===== src/rtl/su_adder_pkg.sv =====
// rtl/su_adder_pkg.sv - shared mode encodings and node indexing helper for the reduction tree
package su_adder_pkg;

    // Per-node operation select
    localparam logic [1:0] MODE_LEFT  = 2'b00;
    localparam logic [1:0] MODE_RIGHT = 2'b01;
    localparam logic [1:0] MODE_ADD   = 2'b10;
    localparam logic [1:0] MODE_ZERO  = 2'b11;

    // First flat node index of a tree level; level l holds num_in>>(l+1) nodes,
    // so the levels before it hold num_in - (num_in>>l) nodes in total.
    function automatic int node_base(input int level, input int num_in);
        return num_in - (num_in >> level);
    endfunction

endpackage


===== src/rtl/basic_adder.sv =====
// rtl/basic_adder.sv - single reduction tree node: left, right, left+right or zero
module basic_adder
    import su_adder_pkg::*;
#(
    parameter int DATA_BITWIDTH = 16
) (
    input  logic [DATA_BITWIDTH-1:0] left_i,
    input  logic [DATA_BITWIDTH-1:0] right_i,
    input  logic [1:0]               mode_i,
    output logic [DATA_BITWIDTH-1:0] sum_o
);

    // Mode select; the sum wraps at the operand width
    always_comb begin
        sum_o = '0;
        case (mode_i)
            MODE_LEFT:  sum_o = left_i;
            MODE_RIGHT: sum_o = right_i;
            MODE_ADD:   sum_o = left_i + right_i;
            default:    sum_o = '0;
        endcase
    end

endmodule


===== src/rtl/su_adder_v2.sv =====
// rtl/su_adder_v2.sv - pipelined mode-selectable reduction tree with flow control and accumulator
module su_adder_v2
    import su_adder_pkg::*;
#(
    parameter  int DATA_BITWIDTH = 16,
    parameter  int NUM_IN        = 8,
    localparam int LEVELS        = $clog2(NUM_IN)
) (
    input  logic                            clk,
    input  logic                            rst,
    input  logic                            in_valid,
    output logic                            in_ready,
    input  logic [NUM_IN*DATA_BITWIDTH-1:0] in_data,
    input  logic [2*(NUM_IN-1)-1:0]         in_mode,
    input  logic                            in_acc_en,
    output logic                            out_valid,
    input  logic                            out_ready,
    output logic [DATA_BITWIDTH-1:0]        out_data
);

    localparam int W  = DATA_BITWIDTH;
    localparam int MW = 2 * (NUM_IN - 1);

    logic         stall;
    logic         accept;
    logic         out_valid_q;
    logic [W-1:0] out_data_q;
    logic         root_vld;
    logic         root_acc;
    logic [W-1:0] root_data;

    // A held result that downstream refuses freezes the whole pipe
    assign stall     = out_valid_q & ~out_ready;
    assign in_ready  = ~stall;
    assign accept    = in_valid & in_ready;
    assign out_valid = out_valid_q;
    assign out_data  = out_data_q;

    for (genvar l = 0; l < LEVELS; l++) begin : g_stage
        localparam int NN = NUM_IN >> (l + 1);
        localparam int NB = node_base(l, NUM_IN);

        logic [W-1:0] res_d [NN];
        logic [W-1:0] res_q [NN];
        logic         vld_q;
        logic         acc_q;
        logic         vld_in;
        logic         acc_in;

        if (l == 0) begin : g_src
            assign vld_in = accept;
            assign acc_in = in_acc_en;
        end else begin : g_src
            assign vld_in = g_stage[l-1].vld_q;
            assign acc_in = g_stage[l-1].acc_q;
        end

        for (genvar k = 0; k < NN; k++) begin : g_node
            logic [W-1:0] node_l;
            logic [W-1:0] node_r;
            logic [1:0]   node_m;

            if (l == 0) begin : g_in
                assign node_l = in_data[(2*k)*W +: W];
                assign node_r = in_data[(2*k+1)*W +: W];
                assign node_m = in_mode[2*(NB+k) +: 2];
            end else begin : g_in
                assign node_l = g_stage[l-1].res_q[2*k];
                assign node_r = g_stage[l-1].res_q[2*k+1];
                assign node_m = g_stage[l-1].g_mode.mode_q[2*(NB+k) +: 2];
            end

            basic_adder #(
                .DATA_BITWIDTH(W)
            ) u_node (
                .left_i  (node_l),
                .right_i (node_r),
                .mode_i  (node_m),
                .sum_o   (res_d[k])
            );
        end

        // Only the modes of levels still ahead travel with the beat
        if (l < LEVELS - 1) begin : g_mode
            localparam int LO = 2 * node_base(l + 1, NUM_IN);

            logic [MW-1:LO] mode_q;
            logic [MW-1:LO] mode_in;

            if (l == 0) begin : g_msrc
                assign mode_in = in_mode[MW-1:LO];
            end else begin : g_msrc
                assign mode_in = g_stage[l-1].g_mode.mode_q[MW-1:LO];
            end

            // Capture the remaining modes alongside a valid beat
            always_ff @(posedge clk) begin
                if (!rst && !stall && vld_in) begin
                    mode_q <= mode_in;
                end
            end
        end

        // Level register: valid clears on reset, payload loads only with a valid beat
        always_ff @(posedge clk) begin
            if (rst) begin
                vld_q <= 1'b0;
            end else if (!stall) begin
                vld_q <= vld_in;
                if (vld_in) begin
                    res_q <= res_d;
                    acc_q <= acc_in;
                end
            end
        end
    end

    assign root_vld  = g_stage[LEVELS-1].vld_q;
    assign root_acc  = g_stage[LEVELS-1].acc_q;
    assign root_data = g_stage[LEVELS-1].res_q[0];

    // Output register doubles as the accumulator; it keeps its value across bubbles
    always_ff @(posedge clk) begin
        if (rst) begin
            out_valid_q <= 1'b0;
            out_data_q  <= '0;
        end else if (!stall) begin
            if (root_vld) begin
                out_data_q  <= root_acc ? (out_data_q + root_data) : root_data;
                out_valid_q <= 1'b1;
            end else begin
                out_valid_q <= 1'b0;
            end
        end
    end

endmodule


===== config.mk =====
export PLATFORM = sky130hd
export DESIGN_NAME = su_adder_v2
export DESIGN_NICKNAME = d
export VERILOG_FILES = /design/src/rtl/su_adder_pkg.sv /design/src/rtl/basic_adder.sv /design/src/rtl/su_adder_v2.sv
export SDC_FILE = /design/constraint.sdc
export NUM_CORES = 1
export LEC_CHECK = 0
export CORE_MARGIN = 4
export CORE_UTILIZATION = 50
export DETAILED_ROUTE_END_ITERATION = 12
export PLACE_DENSITY = 0.83
export SYNTH_ARGS = -nofsm -noshare
export SYNTH_HDL_FRONTEND = slang
export SYNTH_HIERARCHICAL = 1
export SYNTH_SLANG_ARGS = --single-unit

===== constraint.sdc =====
create_clock -name clk -period 6.8 [get_ports clk]
set_input_delay 1.02 -clock clk [delete_from_list [all_inputs] [get_ports clk]]
set_output_delay 1.02 -clock clk [all_outputs]
set_load 0.005 [all_outputs]

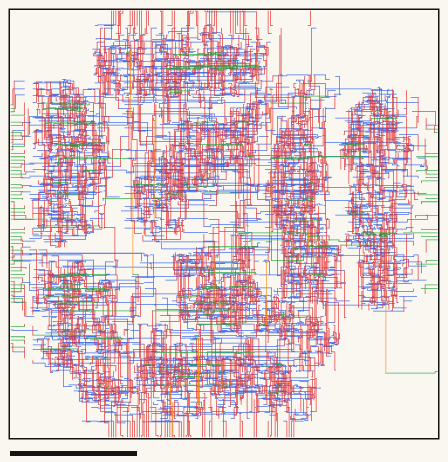
Figure 1: signal wires by layer.
The bar under the picture is 50 um long.
- met1: blue (wire length 14300 um)
- met4: orange (wire length 550 um)
- met2: red (wire length 15800 um)
- met3: green (wire length 2130 um)

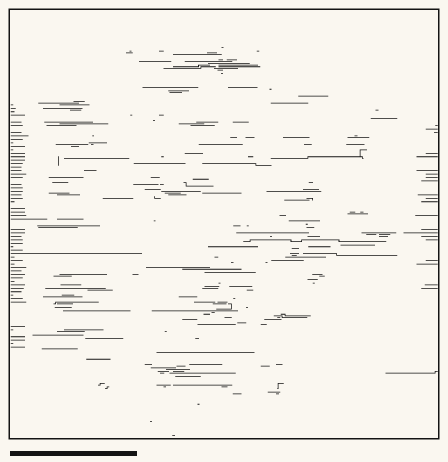
Figure 2: M3 wires.
The bar under the picture is 50 um long.
- share of all routed wire: 6.5%
- nets with wire on the layer: 225
- longest straight run: 51.3 um
- wire length on this layer: 2130 um
- main direction: horizontal

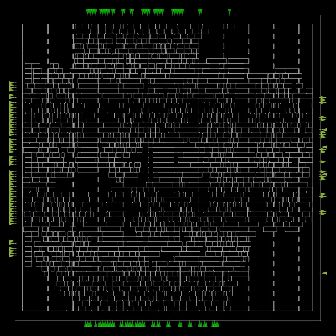
Figure 3: cell outlines without signal wires.
CORE AREA: 25180 um2
fraction of area in registers: 26.78%

==> out/metrics.cfg <==
[synth]
synth.cellmix.adderShare_pct = 12.96
xor_share_pct = 4.849
muxShareOfSynthArea_pct = 4.498
synthTopCellsByCount = 146 x o21ai_0, 123 x edfxtp_1, 120 x ha_1
synth_cell_type_count = 81
syn_nets = 1692
ys_seq_share_pct = 31.92
yosysCellCount = 1417
ys.flop_type = edfxtp_1
ys_top_logic_family = AND-OR/OR-AND gates
aoi_share_pct = 28.09
syn-cell-area_um2 = 12820
area_leaders = edfxtp_1 29%, ha_1 12%, o21ai_0 5.7%
synth_warnings = 6
synth-edff-count = 123
ys_ff = 143
synthSimpleGateAreaFrac_pct = 14.28
syn_avg_cell_area_um2 = 9.051

[placement]
io_buffers = 164
hpwl_um = 25380
dpl_cell_area_um2 = 14690
place_ws_ns = 3.065
dp_cells = 1875

[final_timing]
hold_ws_ns = 0.4250
setup_violations = 0
finalClockSkew_ns = 0.009925
rsz0062_at_grt = false
max-slew-margin-rel_pct = 27.37
worstMarginPinSlew_ns = 1.087
finalSetupTns_ns = 0

[floorplanning]
die_x_um = 168.2
num_rows = 58
die_h_um = 168.2

[detailed_routing]
drtAntennaViolNets = 0
avgViaCountPerCell = 6.152
routedWlPerCell_um = 17.23
first_iter_violations = 829
drtPass1Iterations = 5
dr_total_vias = 11730

[power_and_ir_drop]
p_comb_share_pct = 27.9
leakage_nw = 5.957
intPower_mw = 1.947
finalPower_mw = 2.776
power_density_nw_per_um2 = 181.5
vdd_drop_max_v = 0.0002005
seqPwrFrac_pct = 37.7

[clocking]
cts_tree = built
ctsHoldBuffers = 0
cts_buffer_depth = 2
root_buffer = clkbuf_16
clkSlewWorstSetupHoldPaths_ns = 0.06
post-cts-setup-buffer-count = 0
post_cts_resized = 0
cts_inserted_buffers = 17
clkLatencyLatePin_ns = 0.43

[cells_and_area]
stdcell_area_um2 = 15290
mostFrequentLayoutCell = clkdlybuf4s50_1
final_core_util_pct = 60.72
layout-drive-gt1-share_pct = 6.214
final_layout_top_logic_cells = 164 x clkdlybuf4s50_1, 146 x o21ai_0, 123 x edfxtp_1
fin_nets = 1839

[setup_path]
required_ns = 5.78
path_cells = clkdlybuf4s50_1, nand2b_1, clkdlybuf4s50_1
cpMaxStageDelayCell = clkdlybuf4s50_1
critPathBufInv = 2
crit_type = in2out
endpoint_kind = output pin
crit_top_cell = clkdlybuf4s50_1
arrival_ns = 2.37
cp-start-kind = primary input

[outcome]
status = complete, no violations

[flow_run]
warning_count = 26
max_cap_viol_count = 0

[grt]
grt_first_pass_wirelength_um = 53850
antenna_found_initial = 0

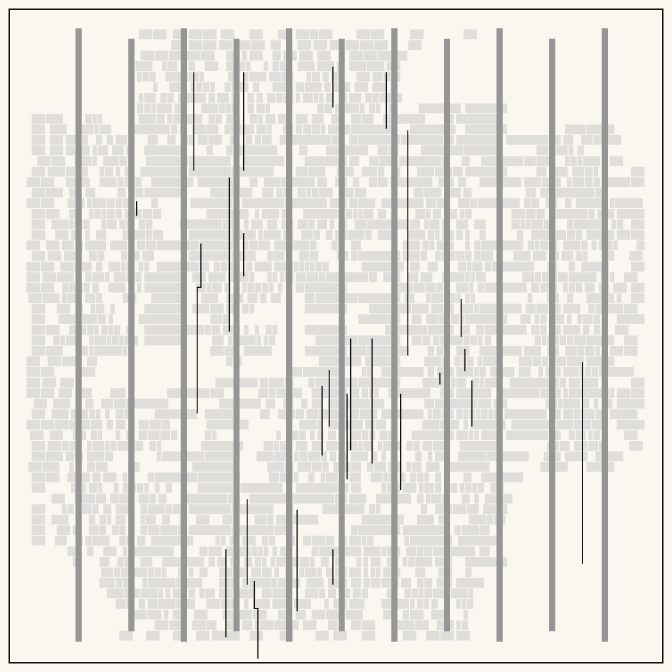
Figure 4: signal wires on met4.
Supply wires on this layer in grey. Cells faint in the background.
- nets with wire on the layer: 22
- share of all routed wire: 1.7%
- longest straight run: 57.8 um
- wire length on this layer: 550 um

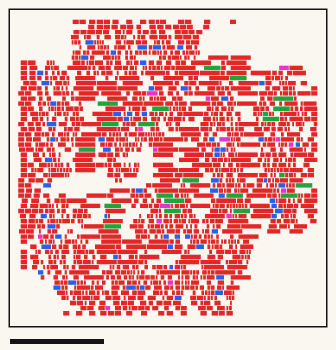
Figure 5: cell sizes after repair.
The bar under the picture is 50 um long.
- drive 1 or less: red (cells 1479; share 94%; most used clkdlybuf4s50_1)
- drive 3 to 4: magenta (cells 15; share 0.95%; most used buf_4)
- drive 6 and up: green (cells 22; share 1.4%; most used clkbuf_16)
- drive 2: blue (cells 61; share 3.9%; most used a21oi_2)

## routing by layer
| metal | wire, um | track usage, % |
|---|---|---|
| met5 | 0 | 0 |
| met4 | 549 | 5.681 |
| met3 | 2132 | 3.452 |
| met2 | 15830 | 39.15 |
| met1 | 14350 | 29.80 |
## worst paths after layout
kind                                                               start                                        end  slack, ns  depth (start not counted)
worst max-delay path                                           out_ready                                   in_ready       3.41                          3
worst max register to register  g_stage[1].g_node[0].node_r[0]$_DFFE_PP_  g_stage[2].g_node[0].node_l[12]$_DFFE_PP_       4.10                          9
worst min-delay path                          g_stage[1].acc_q$_DFFE_PP_                 g_stage[2].acc_q$_DFFE_PP_       0.42                          0
worst min register to register                g_stage[1].acc_q$_DFFE_PP_                 g_stage[2].acc_q$_DFFE_PP_       0.42                          0
## flip-flops by register name, summed over array words and instances (netlist names)
| signal | count |
|---|---|
| g_stage.acc_q | 3 |
| g_stage.g_mode.mode_q | 8 |
| g_stage.g_node.node_l | 48 |
| g_stage.g_node.node_r | 48 |
| g_stage.res_q | 16 |
| g_stage.vld_q | 3 |
| out_data | 16 |
| out_valid | 1 |
## power by group through the flow
stage	sequential, mW	combinational [mW]	clock [mW]
after floorplan	1.05	0.539	0
after global placement	1.06	0.739	0
after detailed placement	1.06	0.757	0
after CTS	1.05	0.764	0.966
after global routing	1.05	0.855	1.00
final	1.05	0.775	0.954
## layout make-up
class | count | area (um2)
multi-input combinational | 1176 | 8295
sequential | 143 | 4094
timing repair buffer | 168 | 1672
tap | 330 | 412.9
fill | 2111 | 9892
clock buffer | 20 | 436.7
clock inverter | 12 | 161.4
inverter | 58 | 217.7
No activity file was given, so power comes from the tool's default toggle rates.
